### src/rtl/axi4lite_regfile_slave_if.sv
// AXI4-Lite bus bundle for the small register-file responder.
// The master modport is the on-chip initiator; the slave modport is the register file.
interface axi4lite_regfile_slave_if #(
  parameter int unsigned ADDR_W = 2,
  parameter int unsigned DATA_W = 8
);
  // Write address channel
  logic [ADDR_W-1:0] awaddr;
  logic              awvalid;
  logic              awready;
  // Write data channel
  logic [DATA_W-1:0] wdata;
  logic              wstrb;
  logic              wvalid;
  logic              wready;
  // Write response channel
  logic [1:0]        bresp;
  logic              bvalid;
  logic              bready;
  // Read address channel
  logic [ADDR_W-1:0] araddr;
  logic              arvalid;
  logic              arready;
  // Read data channel
  logic [DATA_W-1:0] rdata;
  logic [1:0]        rresp;
  logic              rvalid;
  logic              rready;

  modport master (
    output awaddr, awvalid, wdata, wstrb, wvalid, bready, araddr, arvalid, rready,
    input  awready, wready, bresp, bvalid, arready, rdata, rresp, rvalid
  );

  modport slave (
    input  awaddr, awvalid, wdata, wstrb, wvalid, bready, araddr, arvalid, rready,
    output awready, wready, bresp, bvalid, arready, rdata, rresp, rvalid
  );
endinterface

### src/rtl/axi4lite_regfile_slave.sv
// AXI4-Lite register file: registers 0..N-2 are read/write and exported on regs_o,
// the top address reads the external status byte and rejects writes with SLVERR.
// AW and W are latched independently; the write commits one edge after both are held.
module axi4lite_regfile_slave #(
  parameter int unsigned       ADDR_W    = 2,
  parameter int unsigned       DATA_W    = 8,
  parameter logic [DATA_W-1:0] RESET_VAL = '0
) (
  input  logic                                s_axi_aclk,
  input  logic                                s_axi_aresetn,
  axi4lite_regfile_slave_if.slave             s_axi,
  input  logic [DATA_W-1:0]                   status_i,
  output logic [((2**ADDR_W)-1)*DATA_W-1:0]   regs_o
);

  localparam int unsigned       NREG        = 2**ADDR_W;
  localparam int unsigned       NRW         = NREG - 1;
  localparam logic [ADDR_W-1:0] STATUS_ADDR = '1;
  localparam logic [1:0]        RESP_OKAY   = 2'b00;
  localparam logic [1:0]        RESP_SLVERR = 2'b10;

  typedef enum logic [1:0] {
    WR_IDLE,
    WR_HOLD,
    WR_RESP
  } wr_state_t;

  typedef enum logic {
    RD_IDLE,
    RD_VALID
  } rd_state_t;

  // Write channel state
  wr_state_t         wr_state_q;
  logic              aw_held_q;
  logic              w_held_q;
  logic [ADDR_W-1:0] wr_addr_q;
  logic [DATA_W-1:0] wr_data_q;
  logic              wr_strb_q;
  logic              awready_q;
  logic              wready_q;
  logic              bvalid_q;
  logic [1:0]        bresp_q;

  // Read channel state
  rd_state_t         rd_state_q;
  logic              arready_q;
  logic              rvalid_q;
  logic [DATA_W-1:0] rdata_q;

  // Register storage
  logic [DATA_W-1:0] regs_q [NRW];

  logic              aw_hs;
  logic              w_hs;
  logic              ar_hs;
  logic              commit;
  logic [DATA_W-1:0] rd_mux;

  assign aw_hs  = s_axi.awvalid & awready_q;
  assign w_hs   = s_axi.wvalid  & wready_q;
  assign ar_hs  = s_axi.arvalid & arready_q;
  assign commit = (wr_state_q == WR_HOLD) & aw_held_q & w_held_q;

  assign s_axi.awready = awready_q;
  assign s_axi.wready  = wready_q;
  assign s_axi.bvalid  = bvalid_q;
  assign s_axi.bresp   = bresp_q;
  assign s_axi.arready = arready_q;
  assign s_axi.rvalid  = rvalid_q;
  assign s_axi.rdata   = rdata_q;
  assign s_axi.rresp   = RESP_OKAY;

  // Write FSM: latch AW and W in any order, commit once both are held, then hold B until accepted
  always_ff @(posedge s_axi_aclk or negedge s_axi_aresetn) begin
    if (!s_axi_aresetn) begin
      wr_state_q <= WR_IDLE;
      aw_held_q  <= 1'b0;
      w_held_q   <= 1'b0;
      wr_addr_q  <= '0;
      wr_data_q  <= '0;
      wr_strb_q  <= 1'b0;
      awready_q  <= 1'b0;
      wready_q   <= 1'b0;
      bvalid_q   <= 1'b0;
      bresp_q    <= RESP_OKAY;
    end else begin
      case (wr_state_q)
        WR_IDLE, WR_HOLD: begin
          if (commit) begin
            // Both halves held, so both readys are already low and no new handshake can land here.
            aw_held_q  <= 1'b0;
            w_held_q   <= 1'b0;
            bvalid_q   <= 1'b1;
            bresp_q    <= (wr_addr_q == STATUS_ADDR) ? RESP_SLVERR : RESP_OKAY;
            awready_q  <= 1'b0;
            wready_q   <= 1'b0;
            wr_state_q <= WR_RESP;
          end else begin
            if (aw_hs) begin
              wr_addr_q <= s_axi.awaddr;
              aw_held_q <= 1'b1;
            end
            if (w_hs) begin
              wr_data_q <= s_axi.wdata;
              wr_strb_q <= s_axi.wstrb;
              w_held_q  <= 1'b1;
            end
            awready_q <= ~(aw_held_q | aw_hs);
            wready_q  <= ~(w_held_q | w_hs);
            if (aw_hs | w_hs | aw_held_q | w_held_q) begin
              wr_state_q <= WR_HOLD;
            end
          end
        end
        WR_RESP: begin
          if (s_axi.bready) begin
            bvalid_q   <= 1'b0;
            bresp_q    <= RESP_OKAY;
            awready_q  <= 1'b1;
            wready_q   <= 1'b1;
            wr_state_q <= WR_IDLE;
          end
        end
        default: begin
          wr_state_q <= WR_IDLE;
        end
      endcase
    end
  end

  // Register file update on write commit; strobe low or status address leaves contents alone
  always_ff @(posedge s_axi_aclk or negedge s_axi_aresetn) begin
    if (!s_axi_aresetn) begin
      for (int unsigned i = 0; i < NRW; i++) begin
        regs_q[i] <= RESET_VAL;
      end
    end else if (commit && wr_strb_q) begin
      for (int unsigned i = 0; i < NRW; i++) begin
        if (wr_addr_q == ADDR_W'(i)) begin
          regs_q[i] <= wr_data_q;
        end
      end
    end
  end

  // Read source select: register contents, or the live status byte at the top address
  always_comb begin
    rd_mux = status_i;
    for (int unsigned i = 0; i < NRW; i++) begin
      if (s_axi.araddr == ADDR_W'(i)) begin
        rd_mux = regs_q[i];
      end
    end
  end

  // Read FSM: one sampled response per AR, held until the master accepts it
  always_ff @(posedge s_axi_aclk or negedge s_axi_aresetn) begin
    if (!s_axi_aresetn) begin
      rd_state_q <= RD_IDLE;
      arready_q  <= 1'b0;
      rvalid_q   <= 1'b0;
      rdata_q    <= '0;
    end else begin
      case (rd_state_q)
        RD_IDLE: begin
          if (ar_hs) begin
            rdata_q    <= rd_mux;
            rvalid_q   <= 1'b1;
            arready_q  <= 1'b0;
            rd_state_q <= RD_VALID;
          end else begin
            arready_q <= 1'b1;
          end
        end
        RD_VALID: begin
          if (s_axi.rready) begin
            rvalid_q   <= 1'b0;
            arready_q  <= 1'b1;
            rd_state_q <= RD_IDLE;
          end
        end
        default: begin
          rd_state_q <= RD_IDLE;
        end
      endcase
    end
  end

  // Export the R/W registers as a flat vector, register 0 in the low bits
  always_comb begin
    regs_o = '0;
    for (int unsigned i = 0; i < NRW; i++) begin
      regs_o[i*DATA_W +: DATA_W] = regs_q[i];
    end
  end

endmodule
### src/flat_wrapper.sv
// flat-port wrapper written by rule: the top's interface ports become plain ports
module axi4lite_regfile_slave_flat 
#(
  parameter int unsigned       ADDR_W    = 2,
  parameter int unsigned       DATA_W    = 8,
  parameter logic [DATA_W-1:0] RESET_VAL = '0
)
  (s_axi_aclk, s_axi_aresetn, status_i, regs_o, s_axi_awaddr, s_axi_awvalid, s_axi_wdata, s_axi_wstrb, s_axi_wvalid, s_axi_bready, s_axi_araddr, s_axi_arvalid, s_axi_rready, s_axi_awready, s_axi_wready, s_axi_bresp, s_axi_bvalid, s_axi_arready, s_axi_rdata, s_axi_rresp, s_axi_rvalid);
  axi4lite_regfile_slave_if #(.ADDR_W(ADDR_W), .DATA_W(DATA_W)) s_axi_i ();
  input  logic s_axi_aclk;
  input  logic s_axi_aresetn;
  input  logic [DATA_W-1:0] status_i;
  output logic [((2**ADDR_W)-1)*DATA_W-1:0] regs_o;
  input wire logic [$bits(s_axi_i.awaddr)-1:0] s_axi_awaddr;
  input wire logic [$bits(s_axi_i.awvalid)-1:0] s_axi_awvalid;
  input wire logic [$bits(s_axi_i.wdata)-1:0] s_axi_wdata;
  input wire logic [$bits(s_axi_i.wstrb)-1:0] s_axi_wstrb;
  input wire logic [$bits(s_axi_i.wvalid)-1:0] s_axi_wvalid;
  input wire logic [$bits(s_axi_i.bready)-1:0] s_axi_bready;
  input wire logic [$bits(s_axi_i.araddr)-1:0] s_axi_araddr;
  input wire logic [$bits(s_axi_i.arvalid)-1:0] s_axi_arvalid;
  input wire logic [$bits(s_axi_i.rready)-1:0] s_axi_rready;
  output wire logic [$bits(s_axi_i.awready)-1:0] s_axi_awready;
  output wire logic [$bits(s_axi_i.wready)-1:0] s_axi_wready;
  output wire logic [$bits(s_axi_i.bresp)-1:0] s_axi_bresp;
  output wire logic [$bits(s_axi_i.bvalid)-1:0] s_axi_bvalid;
  output wire logic [$bits(s_axi_i.arready)-1:0] s_axi_arready;
  output wire logic [$bits(s_axi_i.rdata)-1:0] s_axi_rdata;
  output wire logic [$bits(s_axi_i.rresp)-1:0] s_axi_rresp;
  output wire logic [$bits(s_axi_i.rvalid)-1:0] s_axi_rvalid;
  assign s_axi_i.awaddr = s_axi_awaddr;
  assign s_axi_i.awvalid = s_axi_awvalid;
  assign s_axi_i.wdata = s_axi_wdata;
  assign s_axi_i.wstrb = s_axi_wstrb;
  assign s_axi_i.wvalid = s_axi_wvalid;
  assign s_axi_i.bready = s_axi_bready;
  assign s_axi_i.araddr = s_axi_araddr;
  assign s_axi_i.arvalid = s_axi_arvalid;
  assign s_axi_i.rready = s_axi_rready;
  assign s_axi_awready = s_axi_i.awready;
  assign s_axi_wready = s_axi_i.wready;
  assign s_axi_bresp = s_axi_i.bresp;
  assign s_axi_bvalid = s_axi_i.bvalid;
  assign s_axi_arready = s_axi_i.arready;
  assign s_axi_rdata = s_axi_i.rdata;
  assign s_axi_rresp = s_axi_i.rresp;
  assign s_axi_rvalid = s_axi_i.rvalid;
  axi4lite_regfile_slave #(.ADDR_W(ADDR_W), .DATA_W(DATA_W), .RESET_VAL(RESET_VAL)) u_core (.s_axi_aclk(s_axi_aclk), .s_axi_aresetn(s_axi_aresetn), .s_axi(s_axi_i), .status_i(status_i), .regs_o(regs_o));
endmodule
### config.mk
export PLATFORM = sky130hd
export DESIGN_NAME = axi4lite_regfile_slave_flat
export DESIGN_NICKNAME = d
export VERILOG_FILES = /design/src/rtl/axi4lite_regfile_slave_if.sv /design/src/rtl/axi4lite_regfile_slave.sv /design/src/flat_wrapper.sv
export SDC_FILE = /design/constraint.sdc
export NUM_CORES = 1
export LEC_CHECK = 0
export ABC_CLOCK_PERIOD_IN_PS = 4000
export CAP_MARGIN = 20
export CORE_MARGIN = 3
export CORE_UTILIZATION = 50
export CTS_CLUSTER_DIAMETER = 60
export DETAILED_ROUTE_END_ITERATION = 8
export PLACE_DENSITY = 0.82
export RECOVER_POWER = 25
export SYNTH_ARGS = -nofsm -noshare
export SYNTH_HDL_FRONTEND = slang
export SYNTH_SLANG_ARGS = --single-unit
### constraint.sdc
create_clock -name s_axi_aclk -period 4 [get_ports s_axi_aclk]
set_input_delay 1 -clock s_axi_aclk [delete_from_list [all_inputs] [get_ports s_axi_aclk]]
set_output_delay 1 -clock s_axi_aclk [all_outputs]
set_load 0.1 [all_outputs]
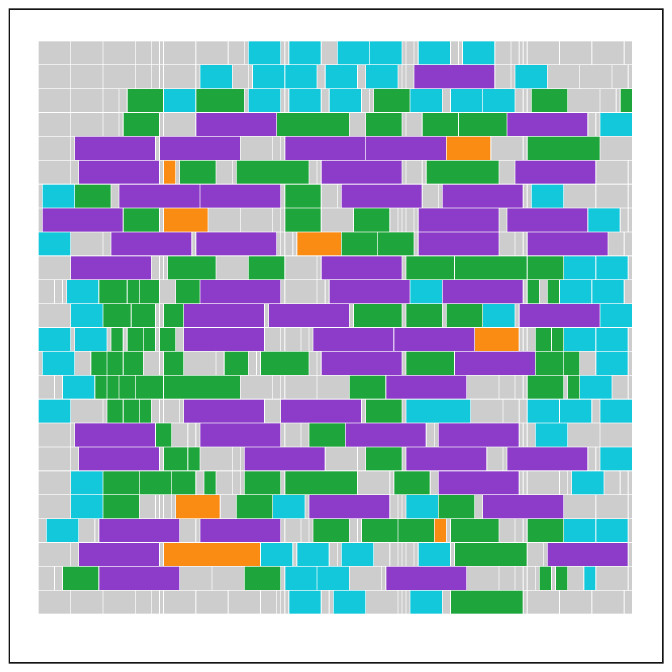
Run 1: placed cells, one color a class
Fill, decap, tap and diode cells in gray.
- all other logic: green (cells 91; share of their area 31%)
- other buffers and delay cells: cyan (cells 66; share of their area 22%)
- flip-flops: purple (cells 54; share of their area 44%)
- clock drivers and dummy loads: orange (cells 8; share of their area 3.5%)

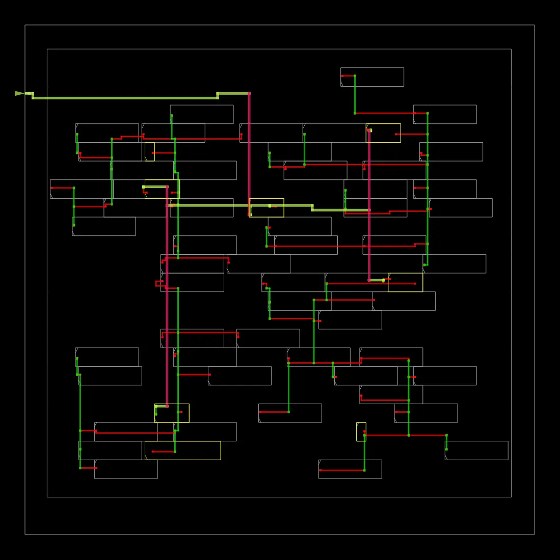
Run 1: clock wiring as the flow saved it
TritonCTS buffer count: 5
FFs & Latches: 54

==> notes.md, run 1 <==
fresh numbers from the pnr run: Synth Area in Compound Gates=0.0409, Via density=5.61, ys cells=151, first-pass GRT wire length=7.71 mm, sequential cell area=1350 um^2, die area=5510 um^2, Ports=69, critical path cell sequence=clkdlybuf4s50_1, Clk Latency, worst-skew pair=0.31 ns, RSZ-0062 raised after global routing=false, xor+xnor area frac=0, largest net degree at the start of global routing=55, Via Count=1,521, WP depth=1, synthesized area=2330 um^2, Basic Gates by Area=0.0532, Post-Syn Instances=151, antenna violations before repair=0, clk tree area frac=0.0341, Relative slew margins=0.100, Post CTS Setup Buffer Count=0, Synth Register Bits=54, share of post-route cells with drive strength above 1=0.269, maxcap violations=0, final hold viol count=0, Post-Route WL=5.04 mm, Clock Skew=0.0123 ns, Signal buffers=66, ant diodes=0, YS warnings=0, Die X=74.2 um, Clock transition at path regs=0.09 ns, Worst Path Buf+Inv=1, clk buf depth=2, mux share=0.298, M1 WL=2.01 mm, Total Neg Setup Slack=0 ns, # clk buffers=7, Signal inverters=2, IO buf count=65, met2 wirelength from detailed routing=2.68 mm, YS chip area=2330 um^2, total congestion overflow=0, Seq/total area=0.433, Largest area class, layout=sequential cells, Final nets=246, Slew @ Worst Pin=1.35 ns, startpoint types=register, htree depth=2, Fmax=346 MHz, status=finished clean, comb_multi_in=89, FP Rows=24, drt pass-1 iters=4, filler cell count=302, crit share post-route=0.722, # DRC=0, Post-synth seq share=0.581, combinational gate area=925 um^2, CTS sink count=54, Hold Path Depth=2, CTS Root Cell=clkbuf_8, WL met3=270 um, TritonCTS clock tree=built, critical path data arrival time=1.89 ns
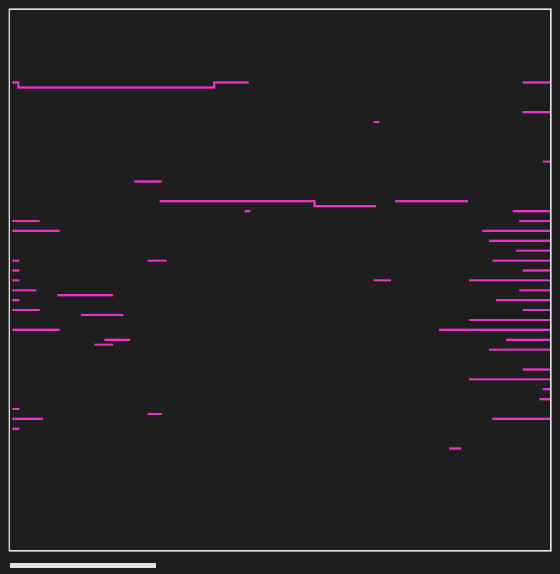
Run 1: the metal 3 layer
The bar under the picture is 20 um long.
- longest straight run: 26.9 um
- main direction: horizontal
- nets with wire on the layer: 44
- share of all routed wire: 5.4%
- wire length on this layer: 271 um

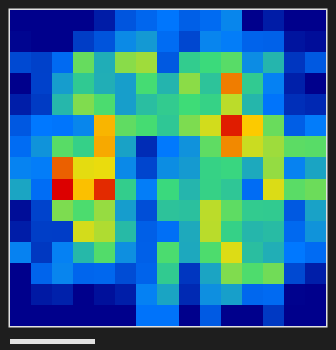
Run 1: signal metal coverage by tile
The bar under the picture is 20 um long. The die is cut into 15 by 15 equal tiles; dark blue is low, red is high, scaled to the fullest tile. Values are wire area over tile area, all layers added.
- nearly empty tiles: 12%
- tiles over half the peak: 23%
- mean over tiles: 0.14
- fullest tile: 0.45

==> run 1: layout by cell type, fill, tap and decap left out, drive strengths merged, types with 2 or more instances in the layout <==
cell type       n
and3            2
mux4            8
clkbuf          8
clkdlybuf4s50  64
conb            3
a21oi           4
a21o            2
o21ai           4
o22a            2
nand2           7
dfrtp          54
inv             2
mux2           43
nand3b          2
nor2            3
==> run 1: stage by stage <==
stage                     utilization  area [um^2]  instances  setup WS, ns
after floorplan                     -         2330        153          1.88
after global placement          0.678         2990        262          1.15
after detailed placement        0.678         2990        262          1.13
after CTS                       0.702         3100        270          1.11
after global routing            0.707         3120        271          1.07
final                           0.707         3120        271          1.11
==> run 1: registers in the layout, summed over array words and instances, names as in the netlist <==
signal	cells
u_core.regs_o	24
u_core.s_axi.awready	1
u_core.s_axi.rdata	8
u_core.wr_strb_q	1
u_core.aw_held_q	1
u_core.s_axi.wready	1
u_core.w_held_q	1
u_core.wr_data_q	8
u_core.wr_state_q	2
u_core.rd_state_q	1
u_core.s_axi.rvalid	1
u_core.s_axi.bresp	1
u_core.s_axi.arready	1
u_core.s_axi.bvalid	1
u_core.wr_addr_q	2
==> run 1: synthesized netlist by cell type <==
cell / n / area share
nand4b_4: 1 / 0.010
nor3_1: 1 / 0.0021
o21ai_0: 4 / 0.0086
clkbuf_1: 2 / 0.0032
inv_1: 2 / 0.0032
nand2_1: 7 / 0.011
mux4_2: 8 / 0.077
and3_1: 2 / 0.0054
a21o_1: 2 / 0.0064
mux2_2: 35 / 0.17
o31a_1: 1 / 0.0038
and3b_1: 1 / 0.0038
buf_6: 1 / 0.0048
buf_2: 2 / 0.0043
o22a_1: 2 / 0.0075
nand2b_1: 1 / 0.0027
nand3_1: 1 / 0.0021
o21a_1: 1 / 0.0032
nand3b_1: 2 / 0.0064
nor2_1: 3 / 0.0048
dfrtp_1: 54 / 0.58
a31oi_1: 1 / 0.0027
buf_4: 3 / 0.0097
a21oi_1: 4 / 0.0086
or4b_1: 1 / 0.0043
mux2_4: 8 / 0.052
conb_1: 1 / 0.0016
==> run 1: worst paths after layout <==
check	start	endpoint	slack, ns
max	u_core.regs_o[5]$_DFFE_PN0P_	regs_o[5]	1.11
min	u_core.s_axi.rvalid$_DFFE_PN0P_	u_core.s_axi.rvalid$_DFFE_PN0P_	0.48
max reg2reg	u_core.wr_state_q[1]$_DFFE_PN0P_	u_core.regs_o[6]$_DFFE_PN0P_	1.94
min reg2reg	u_core.s_axi.rvalid$_DFFE_PN0P_	u_core.s_axi.rvalid$_DFFE_PN0P_	0.48
max in group asynchronous	s_axi_aresetn	u_core.regs_o[22]$_DFFE_PN0P_	2.23
min in group asynchronous	s_axi_aresetn	u_core.s_axi.rdata[1]$_DFFE_PN0P_	0.97
==> inputs of run 2 (changes only) <==
--- a/config.mk
+++ b/config.mk
@@ -5,13 +5,13 @@
 export SDC_FILE = /design/constraint.sdc
 export NUM_CORES = 1
 export LEC_CHECK = 0
-export ABC_CLOCK_PERIOD_IN_PS = 4000
+export ABC_CLOCK_PERIOD_IN_PS = 2800
 export CAP_MARGIN = 20
 export CORE_MARGIN = 3
-export CORE_UTILIZATION = 50
+export CORE_UTILIZATION = 47
 export CTS_CLUSTER_DIAMETER = 60
 export DETAILED_ROUTE_END_ITERATION = 8
-export PLACE_DENSITY = 0.82
+export PLACE_DENSITY = 0.78
 export RECOVER_POWER = 25
 export SYNTH_ARGS = -nofsm -noshare
 export SYNTH_HDL_FRONTEND = slang
==> constraint.sdc (replaced) <==
create_clock -name s_axi_aclk -period 2.8 [get_ports s_axi_aclk]
set_input_delay 0.7 -clock s_axi_aclk [delete_from_list [all_inputs] [get_ports s_axi_aclk]]
set_output_delay 0.7 -clock s_axi_aclk [all_outputs]
set_load 0.1 [all_outputs]
==> run 2 against run 1 <==
  * The run now ends with capacitance limit, slew limit left
  * Sequential share of layout area is 1.1 points higher
  * Largest cell class unchanged
==> notes.md, run 2 <==
fresh numbers from the pnr run: status=complete, but fails checks, failing checks=capacitance limit, slew limit, filler cell count=338, total congestion overflow=0, maxcap violations=1, mux share=0.298, Via Count=1,525, clk buf depth=2, RSZ-0062 raised after global routing=false, Post-DP Area=2950 um^2, Fmax=481 MHz, Hold Path Depth=2, max reg flops=24, Basic Gates by Area=0.0532, xor+xnor area frac=0, IO buf count=65, fin area=3040 um^2, Post-Syn Instances=151, critical path cell sequence=nand4b_4 > or4b_1 > mux2_4, ys cells=151, Commonest Layout Cell=dfrtp_1, most numerous logic cells after layout=dfrtp_1 (54), buf_4 (43), mux2_2 (35), clkdlybuf4s50_1 (25), antenna violations before repair=0, Post-Route WL=5.01 mm, Die X=76.4 um, Synth Area in Compound Gates=0.0409, die area=5830 um^2, FP Rows=24, YS chip area=2330 um^2, share of post-route cells with drive strength above 1=0.457, Post CTS Setup Buffer Count=0, startpoint types=register, Relative slew margins=-0.274, Ports=69, Clock transition at path regs=0.09 ns, Post-Route Utilization=0.667, Total Neg Setup Slack=0 ns, Synth Register Bits=54, YS warnings=0, TritonCTS buffer count=5, Synth top cell by count=dfrtp_1, max-slew violations=38, TritonCTS clock tree=built, asr flop ratio synth=1.00, top cells by count, synth=dfrtp_1 (54), mux2_2 (35), mux2_4 (8), mux4_2 (8), nand2_1 (7), Clk Latency, worst-skew pair=0.29 ns, CTS Root Cell=clkbuf_8, final hold viol count=0, critical path data arrival time=2.26 ns, largest net degree at the start of global routing=38, Slew @ Worst Pin=1.91 ns, cell taking the most area after synthesis=dfrtp_1, Post-synth EDFFs=0, crit share post-route=0.742, htree depth=2, yosys adder share=0, dpl ws=0.485 ns, main flop type=dfrtp_1, Setup WS post-layout=0.723 ns, # DRC=0
run 2: kinds of logic (layout without fill, tap and decap cells):
| family | count (synthesis) | after routing |
|---|---|---|
| compound gates | 15 | 15 |
| mux | 51 | 51 |
| flops | 54 | 54 |
| buf+inv | 10 | 80 |
| other cells | 1 | 3 |
| simple gates | 20 | 20 |
run 2: path summary, 6_finish.rpt:
| kind | from | endpoint | slack [ns] |
|---|---|---|---|
| min reg2reg | u_core.s_axi.rvalid$_DFFE_PN0P_ | u_core.s_axi.rvalid$_DFFE_PN0P_ | 0.50 |
| max in group asynchronous | s_axi_aresetn | u_core.rd_state_q$_DFF_PN0_ | 0.78 |
| min | u_core.s_axi.rvalid$_DFFE_PN0P_ | u_core.s_axi.rvalid$_DFFE_PN0P_ | 0.50 |
| max | u_core.wr_state_q[1]$_DFFE_PN0P_ | u_core.regs_o[5]$_DFFE_PN0P_ | 0.72 |
| min in group asynchronous | s_axi_aresetn | u_core.regs_o[3]$_DFFE_PN0P_ | 0.92 |
| max reg2reg | u_core.wr_state_q[1]$_DFFE_PN0P_ | u_core.regs_o[5]$_DFFE_PN0P_ | 0.72 |
run 2: routing by layer:
metal | share of wire | vias up | wire, um | track usage
met5 | 0 | - | 0 | 0
met4 | 0.012 | 0 | 61 | 0.0435
met3 | 0.049 | 6 | 243 | 0.0461
met2 | 0.52 | 50 | 2610 | 0.308
met1 | 0.42 | 778 | 2090 | 0.218
li1 | - | 691 | - | -
run 2: final cells by class:
| type | instances | area [um^2] | share of cell area |
|---|---|---|---|
| multi-input cells | 89 | 925 | 0.304 |
| clock buffers | 7 | 86.3 | 0.0284 |
| well taps | 65 | 81.3 | 0.0267 |
| flip-flops and latches | 54 | 1350 | 0.444 |
| clock inverters | 1 | 5.00 | 0.00164 |
| repair buffers | 70 | 587 | 0.193 |
| inverters | 2 | 7.51 | 0.00247 |
run 2: stage by stage:
stage	std cells
after detailed placement	280
after global routing	288
after global placement	280
final	288
after CTS	288
after floorplan	153
run 2: worst max-delay path: cells and delay by family (launching register included):
| family | cells | cell delay (ns) |
|---|---|---|
| simple gates | 2 | 1.09 |
| flops | 1 | 0.47 |
| mux | 1 | 0.40 |
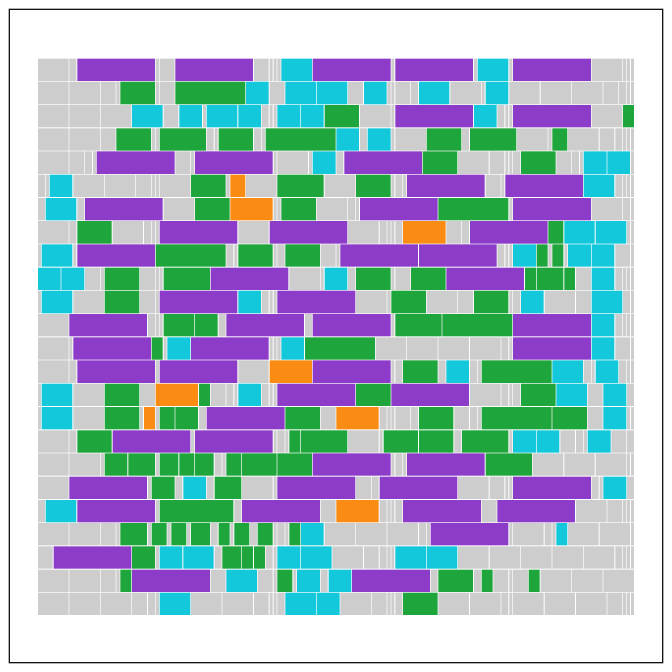
Run 2: placed cells, one color a class
Fill, decap, tap and diode cells in gray.
- flip-flops: purple (cells 54; share of their area 46%)
- all other logic: green (cells 91; share of their area 31%)
- other buffers and delay cells: cyan (cells 70; share of their area 20%)
- clock drivers and dummy loads: orange (cells 8; share of their area 3.1%)

==> inputs of run 3 (changes only) <==
--- a/config.mk
+++ b/config.mk
@@ -5,7 +5,7 @@
 export SDC_FILE = /design/constraint.sdc
 export NUM_CORES = 1
 export LEC_CHECK = 0
-export ABC_CLOCK_PERIOD_IN_PS = 2800
+export ABC_CLOCK_PERIOD_IN_PS = 2120
 export CAP_MARGIN = 20
 export CORE_MARGIN = 3
 export CORE_UTILIZATION = 47
==> constraint.sdc (replaced) <==
create_clock -name s_axi_aclk -period 2.12 [get_ports s_axi_aclk]
set_input_delay 0.53 -clock s_axi_aclk [delete_from_list [all_inputs] [get_ports s_axi_aclk]]
set_output_delay 0.53 -clock s_axi_aclk [all_outputs]
set_load 0.1 [all_outputs]
==> run 3 against run 2 <==
  * The flow now finishes without violations
  * Design area grew 3.5%
  * Sequential cell count is the same
  * Die area stayed put
  * Clock skew rose by 0.00056 ns
  * Non-clock buffer count rose by 4
  * Global-route usage up 1.8 points
  * Critical path depth is 1 higher
  * Final cell count up 1.4%
==> notes.md, run 3 <==
fresh numbers from the pnr run: main flop type=dfrtp_1, Post-Syn Instances=151, Synth Register Bits=54, TritonCTS clock tree=built, Synth top cell by count=dfrtp_1, fin area=3150 um^2, crit share post-route=0.891, Clock transition at path regs=0.09 ns, TritonCTS buffer count=5, Area leader share=0.581, Commonest Layout Cell=dfrtp_1, Post-synth seq share=0.581, die area=5830 um^2, Post-Route Utilization=0.690, largest net degree at the start of global routing=33, synthesized area=2330 um^2, dpl ws=0.0175 ns, Ports=69, Post-Route WL=5.41 mm, max reg flops=24, Post-synth EDFFs=0, most numerous logic cells after layout=dfrtp_1 (54), buf_4 (45), mux2_2 (35), clkdlybuf4s50_1 (26), total congestion overflow=0, Slew @ Worst Pin=1.37 ns, IO buf count=65, max-slew violations=0, drt pass-1 iters=4, # DRC=0, asr flop ratio synth=1.00, cell taking the most area after synthesis=dfrtp_1, status=finished clean, maxcap violations=0, critical path data arrival time=2.09 ns, YS warnings=0
run 3: cell types whose count changed in the layout (fill, tap and decap cells not counted):
cell / delta
buf_12: +2
buf_4: +2
bufinv_16: +2
clkbuf_1: -1
clkdlybuf4s50_1: +1
clkinv_2: -1
dlygate4sd3_1: -1
run 3: path summary, 6_finish.rpt:
check	slack (ns)	startpoint	to
max	0.23	u_core.wr_state_q[1]$_DFFE_PN0P_	u_core.regs_o[6]$_DFFE_PN0P_
min	0.49	u_core.s_axi.rvalid$_DFFE_PN0P_	u_core.s_axi.rvalid$_DFFE_PN0P_
max reg2reg	0.23	u_core.wr_state_q[1]$_DFFE_PN0P_	u_core.regs_o[6]$_DFFE_PN0P_
min reg2reg	0.49	u_core.s_axi.rvalid$_DFFE_PN0P_	u_core.s_axi.rvalid$_DFFE_PN0P_
max in group asynchronous	0.80	s_axi_aresetn	u_core.wr_data_q[4]$_DFFE_PN0P_
min in group asynchronous	0.51	s_axi_aresetn	u_core.s_axi.rdata[3]$_DFFE_PN0P_
run 3: kinds of logic (layout without fill, tap and decap cells):
kind of cell | count (synthesis) | in the layout | share of synthesized area
AND-OR/OR-AND | 15 | 15 | 0.0409
flip-flops | 54 | 54 | 0.581
other | 1 | 3 | 0.00161
buffers and inverters | 10 | 84 | 0.0253
AND/OR/NAND/NOR | 20 | 20 | 0.0532
multiplexers | 51 | 51 | 0.298
run 3: metal layers:
layer | track usage | vias up
met5 | 0 | -
met4 | 0.0489 | 0
met3 | 0.0485 | 6
met2 | 0.342 | 54
met1 | 0.240 | 814
li1 | - | 696
run 3: area by class of cell:
cell class	instances	area (um^2)	area share
flip-flops and latches	54	1350	0.429
multi-input cells	89	925	0.294
repair buffers	74	642	0.204
clock buffers	6	82.6	0.0262
well taps	65	81.3	0.0258
clock inverters	2	60.1	0.0191
inverters	2	7.51	0.00238
run 3: per-stage QoR:
step / cells / hold WS (ns)
floorplan: 153 / 0.234
global placement: 284 / 0.460
detailed placement: 284 / 0.476
CTS: 292 / 0.212
global route: 292 / 0.524
finish: 292 / 0.495
run 3: critical path, cell delays in order (launching register included):
cell and delay [ns]:
dfrtp_1 0.47, nand4b_4 0.24, or4b_1 0.56, buf_4 0.20, mux2_4 0.30
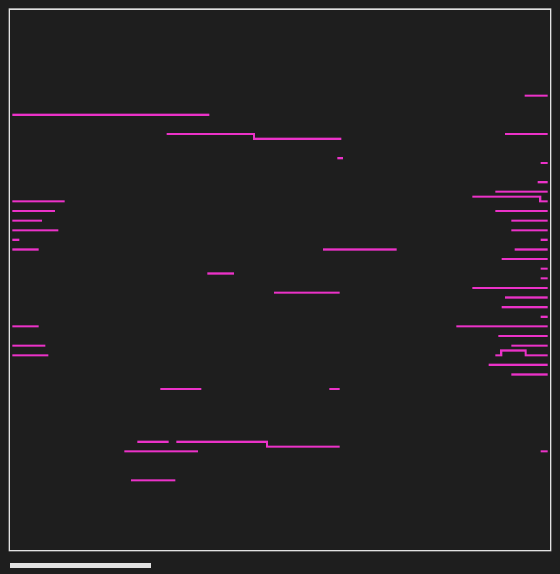
Run 3: the metal 3 layer
The bar under the picture is 20 um long.
- main direction: horizontal
- longest straight run: 27.6 um
- wire length on this layer: 293 um
- nets with wire on the layer: 40
- share of all routed wire: 5.4%


==> layout pictures side by side <==
Met1 routing.
image #1
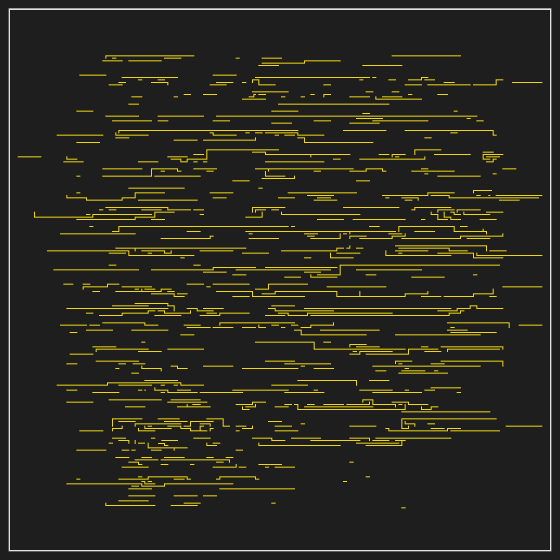
image #2
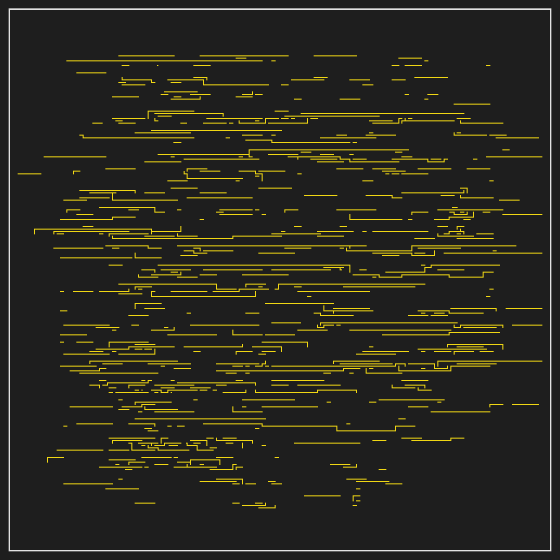
image #3
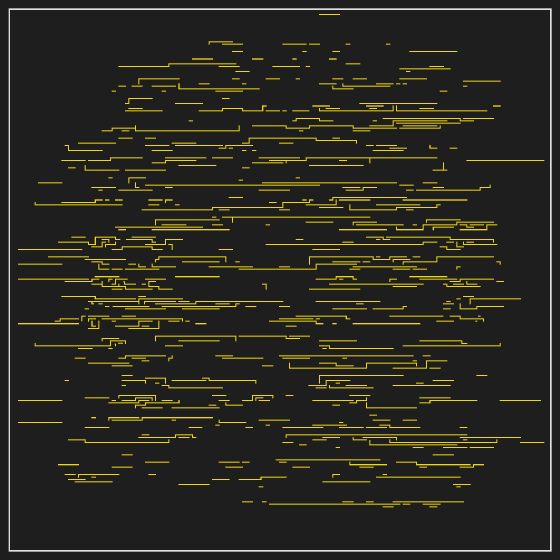
| picture | from |
|---|---|
| image #3 | run 1 |
| image #2 | run 2 |
| image #1 | run 3 |

